`config.mk`:
```
export PLATFORM = sky130hd
export DESIGN_NAME = cpu_sequencer
export DESIGN_NICKNAME = d
export VERILOG_FILES = /design/src/rtl/cpu_pkg.sv /design/src/rtl/mem_wait_timer.sv /design/src/rtl/cpu_sequencer.sv
export SDC_FILE = /design/constraint.sdc
export NUM_CORES = 1
export LEC_CHECK = 0
export ABC_AREA = 0
export CELL_PAD_IN_SITES_DETAIL_PLACEMENT = 1
export CELL_PAD_IN_SITES_GLOBAL_PLACEMENT = 1
export CORE_ASPECT_RATIO = 1.75
export CORE_MARGIN = 4
export CORE_UTILIZATION = 34
export DETAILED_ROUTE_END_ITERATION = 7
export PLACE_DENSITY = 0.81
export SLEW_MARGIN = 15
export SYNTH_ARGS = -nofsm -noshare
export SYNTH_HDL_FRONTEND = slang
export SYNTH_SLANG_ARGS = --single-unit
```
`constraint.sdc`:
```
create_clock -name clk -period 5 [get_ports clk]
set_clock_uncertainty 0.1 [all_clocks]
set_input_delay 1 -clock clk [delete_from_list [all_inputs] [get_ports clk]]
set_output_delay 1 -clock clk [all_outputs]
set_load 0.01 [all_outputs]
```
`src/rtl/cpu_pkg.sv`:
```
// Shared state encoding, op-code constants and op-class helpers for the
// multi-cycle RV32I sequencer.
package cpu_pkg;

  localparam int unsigned XLEN   = 32;
  localparam int unsigned OP_W   = 6;
  localparam int unsigned WAIT_W = 8;

  typedef enum logic [2:0] {
    ST_FETCH  = 3'd0,
    ST_DECODE = 3'd1,
    ST_EXEC   = 3'd2,
    ST_MEM    = 3'd3,
    ST_WB     = 3'd4,
    ST_TRAP   = 3'd5
  } state_e;

  localparam logic [OP_W-1:0] OP_LB    = 6'd19;
  localparam logic [OP_W-1:0] OP_LH    = 6'd20;
  localparam logic [OP_W-1:0] OP_LW    = 6'd21;
  localparam logic [OP_W-1:0] OP_LBU   = 6'd22;
  localparam logic [OP_W-1:0] OP_LHU   = 6'd23;
  localparam logic [OP_W-1:0] OP_SB    = 6'd24;
  localparam logic [OP_W-1:0] OP_SH    = 6'd25;
  localparam logic [OP_W-1:0] OP_SW    = 6'd26;
  localparam logic [OP_W-1:0] OP_LUI   = 6'd27;
  localparam logic [OP_W-1:0] OP_AUIPC = 6'd28;
  localparam logic [OP_W-1:0] OP_JAL   = 6'd29;
  localparam logic [OP_W-1:0] OP_JALR  = 6'd30;
  localparam logic [OP_W-1:0] OP_BEQ   = 6'd31;
  localparam logic [OP_W-1:0] OP_BNE   = 6'd32;
  localparam logic [OP_W-1:0] OP_BLT   = 6'd33;
  localparam logic [OP_W-1:0] OP_BGE   = 6'd34;
  localparam logic [OP_W-1:0] OP_BLTU  = 6'd35;
  localparam logic [OP_W-1:0] OP_BGEU  = 6'd36;

  function automatic logic is_load(input logic [OP_W-1:0] op_v);
    return (op_v >= OP_LB) && (op_v <= OP_LHU);
  endfunction

  function automatic logic is_store(input logic [OP_W-1:0] op_v);
    return (op_v >= OP_SB) && (op_v <= OP_SW);
  endfunction

  function automatic logic is_branch(input logic [OP_W-1:0] op_v);
    return (op_v >= OP_BEQ) && (op_v <= OP_BGEU);
  endfunction

  function automatic logic is_jump(input logic [OP_W-1:0] op_v);
    return (op_v == OP_JAL) || (op_v == OP_JALR);
  endfunction

endpackage

```
`src/rtl/mem_wait_timer.sv`:
```
// Wait-cycle counter shared by instruction fetch and data access; flags the
// cycle in which one more unacknowledged request cycle hits the limit.
module mem_wait_timer
  import cpu_pkg::*;
#(
  parameter int unsigned LIMIT = 255
) (
  input  logic clk,
  input  logic reset,
  input  logic clr_i,
  input  logic inc_i,
  output logic at_limit_c
);

  logic [WAIT_W-1:0] count_q;
  logic [WAIT_W-1:0] count_d;

  always_comb begin
    count_d = count_q;
    if (clr_i) begin
      count_d = '0;
    end else if (inc_i) begin
      count_d = count_q + WAIT_W'(1);
    end
  end

  always_ff @(posedge clk or posedge reset) begin
    if (reset) begin
      count_q <= '0;
    end else begin
      count_q <= count_d;
    end
  end

  // count_q holds completed waits, so the current cycle is wait number count_q+1
  assign at_limit_c = (count_q == WAIT_W'(LIMIT - 1));

endmodule

```
`src/rtl/cpu_sequencer.sv`:
```
// Multi-cycle control FSM for the RV32I core: owns the PC, fetches and latches
// instructions, sequences DECODE/EXEC/MEM/WB. Build option: ILLEGAL_TRAP_EN.
module cpu_sequencer
  import cpu_pkg::*;
#(
  parameter logic [31:0] RESET_PC  = 32'h0000_0000,
  parameter logic [31:0] TRAP_VEC  = 32'h0000_0100,
  parameter int unsigned TIMEOUT   = 255,
  parameter int unsigned INSTRET_W = 32
) (
  input  logic                 clk,
  input  logic                 reset,
  output logic                 imem_req,
  output logic [XLEN-1:0]      imem_addr,
  input  logic [XLEN-1:0]      imem_rdata,
  input  logic                 imem_ack,
  output logic [XLEN-1:0]      instr_q,
  input  logic [OP_W-1:0]      op,
  input  logic                 dec_we,
  input  logic                 take_branch,
  input  logic [XLEN-1:0]      pc_target,
  output logic                 dmem_req,
  output logic                 dmem_wr,
  input  logic                 dmem_ack,
  output logic                 rf_we,
  output logic [XLEN-1:0]      pc,
  output logic                 bus_err,
  output logic                 trap,
  output logic [INSTRET_W-1:0] instret
);

  state_e                 state_q, state_d;
  logic [XLEN-1:0]        pc_q, pc_d;
  logic [XLEN-1:0]        instr_d;
  logic                   imem_req_q, imem_req_d;
  logic                   dmem_req_q, dmem_req_d;
  logic                   dmem_wr_q, dmem_wr_d;
  logic                   rf_we_q, rf_we_d;
  logic                   bus_err_q, bus_err_d;
  logic                   trap_q, trap_d;
  logic [INSTRET_W-1:0]   instret_q, instret_d;

  logic                   tmr_clr;
  logic                   tmr_inc;
  logic                   tmr_at_limit;
  logic                   is_mem;
  logic                   redirect;
  logic                   unused_tgt_lsb;

  assign is_mem   = is_load(op) || is_store(op);
  assign redirect = is_jump(op) || (is_branch(op) && take_branch);

  // Targets are word aligned; the low bits of pc_target are discarded.
  assign unused_tgt_lsb = ^pc_target[1:0];

`ifdef ILLEGAL_TRAP_EN
  logic illegal;
  assign illegal = (op == '0) && !dec_we;
`endif

  mem_wait_timer #(
    .LIMIT (TIMEOUT)
  ) u_wait (
    .clk        (clk),
    .reset      (reset),
    .clr_i      (tmr_clr),
    .inc_i      (tmr_inc),
    .at_limit_c (tmr_at_limit)
  );

  // Next-state and next-output logic; every output register is loaded here.
  always_comb begin
    state_d    = state_q;
    pc_d       = pc_q;
    instr_d    = instr_q;
    imem_req_d = 1'b0;
    dmem_req_d = 1'b0;
    dmem_wr_d  = 1'b0;
    rf_we_d    = 1'b0;
    bus_err_d  = 1'b0;
    trap_d     = 1'b0;
    instret_d  = instret_q;
    tmr_clr    = 1'b0;
    tmr_inc    = 1'b0;

    case (state_q)
      ST_FETCH: begin
        if (!imem_req_q) begin
          imem_req_d = 1'b1;
        end else if (imem_ack) begin
          instr_d = imem_rdata;
          state_d = ST_DECODE;
        end else if (tmr_at_limit) begin
          bus_err_d = 1'b1;
          tmr_clr   = 1'b1;
        end else begin
          imem_req_d = 1'b1;
          tmr_inc    = 1'b1;
        end
      end

      ST_DECODE: begin
        state_d = ST_EXEC;
`ifdef ILLEGAL_TRAP_EN
        if (illegal) begin
          state_d = ST_TRAP;
          trap_d  = 1'b1;
        end
`endif
      end

      ST_EXEC: begin
        if (is_mem) begin
          state_d    = ST_MEM;
          dmem_req_d = 1'b1;
          dmem_wr_d  = is_store(op);
          tmr_clr    = 1'b1;
        end else begin
          state_d = ST_WB;
          rf_we_d = dec_we;
        end
      end

      ST_MEM: begin
        if (dmem_ack) begin
          state_d = ST_WB;
          rf_we_d = dec_we;
        end else if (tmr_at_limit) begin
          // Abort: refetch the same PC, nothing retires.
          bus_err_d  = 1'b1;
          state_d    = ST_FETCH;
          imem_req_d = 1'b1;
          tmr_clr    = 1'b1;
        end else begin
          dmem_req_d = 1'b1;
          dmem_wr_d  = dmem_wr_q;
          tmr_inc    = 1'b1;
        end
      end

      ST_WB: begin
        pc_d       = redirect ? {pc_target[XLEN-1:2], 2'b00} : pc_q + XLEN'(4);
        instret_d  = instret_q + INSTRET_W'(1);
        state_d    = ST_FETCH;
        imem_req_d = 1'b1;
        tmr_clr    = 1'b1;
      end

      ST_TRAP: begin
        pc_d       = TRAP_VEC;
        state_d    = ST_FETCH;
        imem_req_d = 1'b1;
        tmr_clr    = 1'b1;
      end

      default: begin
        state_d = ST_FETCH;
      end
    endcase
  end

  always_ff @(posedge clk or posedge reset) begin
    if (reset) begin
      state_q    <= ST_FETCH;
      pc_q       <= RESET_PC;
      instr_q    <= '0;
      imem_req_q <= 1'b0;
      dmem_req_q <= 1'b0;
      dmem_wr_q  <= 1'b0;
      rf_we_q    <= 1'b0;
      bus_err_q  <= 1'b0;
      trap_q     <= 1'b0;
      instret_q  <= '0;
    end else begin
      state_q    <= state_d;
      pc_q       <= pc_d;
      instr_q    <= instr_d;
      imem_req_q <= imem_req_d;
      dmem_req_q <= dmem_req_d;
      dmem_wr_q  <= dmem_wr_d;
      rf_we_q    <= rf_we_d;
      bus_err_q  <= bus_err_d;
      trap_q     <= trap_d;
      instret_q  <= instret_d;
    end
  end

  assign imem_req  = imem_req_q;
  assign imem_addr = pc_q;
  assign dmem_req  = dmem_req_q;
  assign dmem_wr   = dmem_wr_q;
  assign rf_we     = rf_we_q;
  assign pc        = pc_q;
  assign bus_err   = bus_err_q;
  assign trap      = trap_q;
  assign instret   = instret_q;

endmodule
```
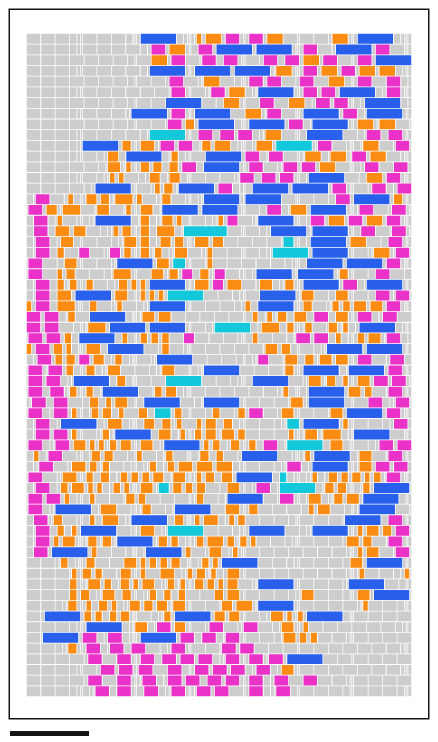
**Above:** cells colored by class.
Bar = 20 µm. Fill, decap, tap and diode cells in gray.
class	color	cells	share of their area
other buffers and delay cells	magenta	211	27%
clock drivers and dummy loads	cyan	16	3.9%
combinational and other logic	orange	393	34%
flops	blue	110	35%

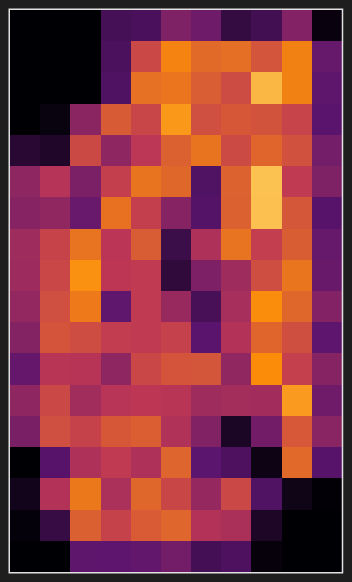
**Above:** cell area per tile.
11 x 18 tiles, from black (low) to pale yellow (high), 0 to 100% covered.
nearly empty tiles	10%
fullest tile	87%
tiles over 75% full	4.0%
mean over tiles	41%
core area: 0.01652 mm²
Layout Utilization: 48.86%
core utilization before placement: 34.80%

==> flow.log <==
[flow] collecting metrics
[metrics] synthesis warning total: 0
[metrics] Yosys chip area: 0.005751 mm²
[metrics] Async SR Flop Fraction: 100.0%
[metrics] count of clock tree sinks: 110
[metrics] Final Hold Vio Count: 0
[metrics] most instantiated library cell after synthesis: sky130_fd_sc_hd__dfrtp_1
[metrics] detail-routed via count per cell: 5.321
[metrics] via count of the first global-routing pass: 5667
[metrics] library cell used as clock root buffer: sky130_fd_sc_hd__clkbuf_16
[metrics] Post-DP Area: 0.007766 mm²
[metrics] post-synthesis cell count from yosys: 562
[metrics] Data required, critical path: 5.15 ns
[metrics] count of warning messages emitted by the tools: 29
[metrics] largest incremental delay on the critical path: 0.70 ns
[metrics] RSZ-0062 raised after global routing: false
[metrics] minimum hold slack: 0.3737 ns
[metrics] Int Power: 2.430 mW
[metrics] row count: 62
[metrics] nature of the critical path endpoint: register
[metrics] Total Negative Setup Slacks: 0 ns
[metrics] instance count of the mapped netlist: 562
[metrics] Die X: 106.3 µm
[metrics] global-route congestion overflow total: 0
[metrics] dpl ws: 1.192 ns
[metrics] top area contributor share: 47.87%
[metrics] largest voltage drop on the vdd net: 192.3 µV
[metrics] number of DRC violations after detailed routing: 0
[metrics] crit path buf inv count: 1
[metrics] post-layout period usage of the worst path: 68.86%
[metrics] wire length reported by the detailed router: 19.15 mm
[metrics] proportion of power drawn by flip-flops and latches: 38.6%
[metrics] worst rel slew slack: 24.14%
[metrics] Net Switching: 1.330 mW
[metrics] top cells by count, synth: sky130_fd_sc_hd__dfrtp_1, sky130_fd_sc_hd__buf_4, sky130_fd_sc_hd__nand2_1, sky130_fd_sc_hd__mux2_2, sky130_fd_sc_hd__nor2_1
[metrics] cells along the critical path: clkdlybuf4s50_1 > and3b_1 > o211a_1 > or2_2 > nor2_1 > a211o_1
[metrics] worst endpoint data arrival time: 3.59 ns
[metrics] Detail Route Antenna Nets: 0
[metrics] final setup violation count: 0
[metrics] Insertion Delay late pin: 0.35 ns
[metrics] first-pass GRT wire length: 30.79 mm
[metrics] count of flip-flops with a built-in enable after synthesis: 0
[metrics] total iterations of the first detailed-routing run: 4
[metrics] top cells by area, synth: sky130_fd_sc_hd__dfrtp_1, sky130_fd_sc_hd__mux2_2, sky130_fd_sc_hd__buf_4
[metrics] area of the die: 0.01914 mm²
[metrics] boundary pin count: 210
[metrics] total of buffers placed on input and output ports: 202
[metrics] Peak Freq: 0.2904 GHz
[metrics] result of the run: complete, no violations
[metrics] gate family responsible for the most delay along the worst path: simple AND/OR/NAND/NOR gates
[metrics] post-detailed-route wirelength per cell: 20.08 µm
[metrics] leading area contributor after synthesis: sky130_fd_sc_hd__dfrtp_1
[metrics] commonest cells after routing, fill and taps aside: sky130_fd_sc_hd__clkdlybuf4s50_1, sky130_fd_sc_hd__dfrtp_1, sky130_fd_sc_hd__nand2_1, sky130_fd_sc_hd__mux2_2, sky130_fd_sc_hd__nor2_1
[metrics] max-cap check violation count: 0
[metrics] class of the most critical hold timing path: register to register
[metrics] Starting DRT DRC Count: 216
[metrics] number of buffers inserted to repair setup after CTS: 0
[metrics] vertical die dimension: 180.0 µm
[metrics] TritonCTS clock tree: done
[metrics] highest fanout seen on the critical path: 35
[metrics] nets: 805
[metrics] flip-flop cell with the highest count after synthesis: sky130_fd_sc_hd__dfrtp_1
[metrics] leak pwr: 3.265 nW
[metrics] distinct cell type count of the synthesized netlist: 63
[metrics] total power density per cell area: 465.9 mW/mm²
[metrics] Longest Clk Path Bufs: 2
[metrics] H-tree levels: 3
[metrics] share of layout cells above drive strength 1: 10.41%
[metrics] estimated wirelength of the detail-placed design: 14.43 mm
[metrics] CTS hold repair buffers: 0
[metrics] relative contribution of combinational cells to total power: 41.5%
[metrics] mean post-synth cell area: 10.23 µm²
[metrics] Max Slew Vio Count: 0
[metrics] Syn Std Cell Area: 0.005751 mm²
[metrics] DR vias: 5076
[metrics] clock-pin slew of the registers on the worst-case setup and hold paths: 0.08 ns
[metrics] cells resized by post-CTS repair: 0
[metrics] antenna violations before repair: 0
[metrics] relative contribution of the clock network to total power: 19.9%
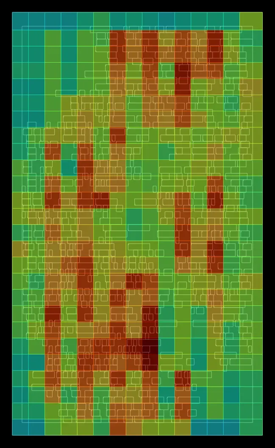
**Above:** congestion heat map.
GRT met3 Usage: 2.689%
busiest grt layer: met2
GRT Util Overall: 20.32%

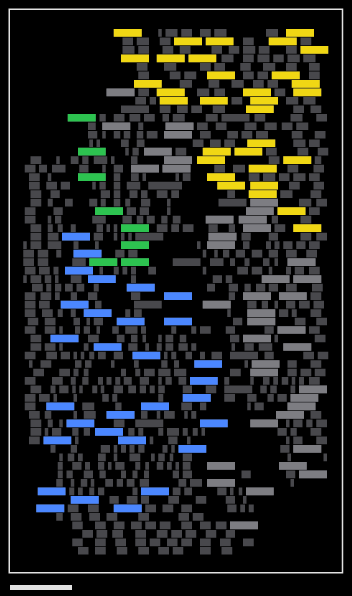
**Above:** where the registers sit.
Bar = 20 µm. Other sequential cells in the stronger gray, the rest of the logic in the fainter gray.
signal	color	flops
`imem_addr`	blue	30
`instr_q`	yellow	32
`u_wait.count_q`	green	8

[power groups by stage]
stage / Sequential [mW] / Clock, mW / Combinational [mW]
2_1_floorplan: 1.48 / 0 / 0.715
3_3_place_gp: 1.43 / 0 / 1.52
3_5_place_dp: 1.47 / 0 / 1.57
4_1_cts: 1.45 / 0.768 / 1.58
5_1_grt: 1.50 / 0.807 / 1.68
6_report: 1.45 / 0.749 / 1.56
[cell families after synthesis]
group                      share of synthesized area (%)
AOI/OAI and AO/OA                                  10.53
DFF                                                47.87
and+or+nand+nor                                    19.41
muxes                                              7.659
xor gates and xnor gates                           5.940
buffers and inverters                              7.659
adders and majority gates                         0.8704
other                                            0.06521
[worst paths after layout]
check | startpoint | endpoint | slack (ns) | cells after the start
setup / recovery | op[3] | imem_addr[24] | 1.56 | 6
min in group asynchronous | reset | instr_q[20] | 0.94 | 2
hold reg to reg | instret[31] | instret[31] | 0.37 | 1
max in group asynchronous | reset | instret[13] | 2.85 | 3
setup reg to reg | state_q[0] | u_wait.count_q[7] | 2.11 | 5
hold / removal | instret[31] | instret[31] | 0.37 | 1
[cell type report]
class                      count  area (µm²)
fill                        1827        8451
tap                          224       280.3
sequential                   110        2753
timing repair buffer         211        2090
inverter                      17       66.31
clock inverter                 7       78.83
multi-input combinational    376        2580
clock buffer                   9       225.2
[sequential cells by signal, summed over array words and instances (netlist names)]
register	flops
instr_q	32
instret	32
imem_addr	30
u_wait.count_q	8
state_q	3
bus_err	1
dmem_req	1
dmem_wr	1
imem_req	1
rf_we	1
[stage by stage]
step / total power, mW / cells
global route: 3.984 / 954
detailed placement: 3.041 / 938
floorplan: 2.191 / 566
CTS: 3.804 / 954
global placement: 2.956 / 938
finish: 3.761 / 954
[per-layer routing]
metal / vias up / global-route usage [%] / wire (µm)
met4: 0 / 10.74 / 810
met3: 46 / 2.689 / 724
met2: 177 / 37.47 / 10570
met1: 2550 / 22.10 / 7051
met5: - / 0 / 0
li1: 2303 / - / -
Power is estimated from default activity; no workload was simulated.
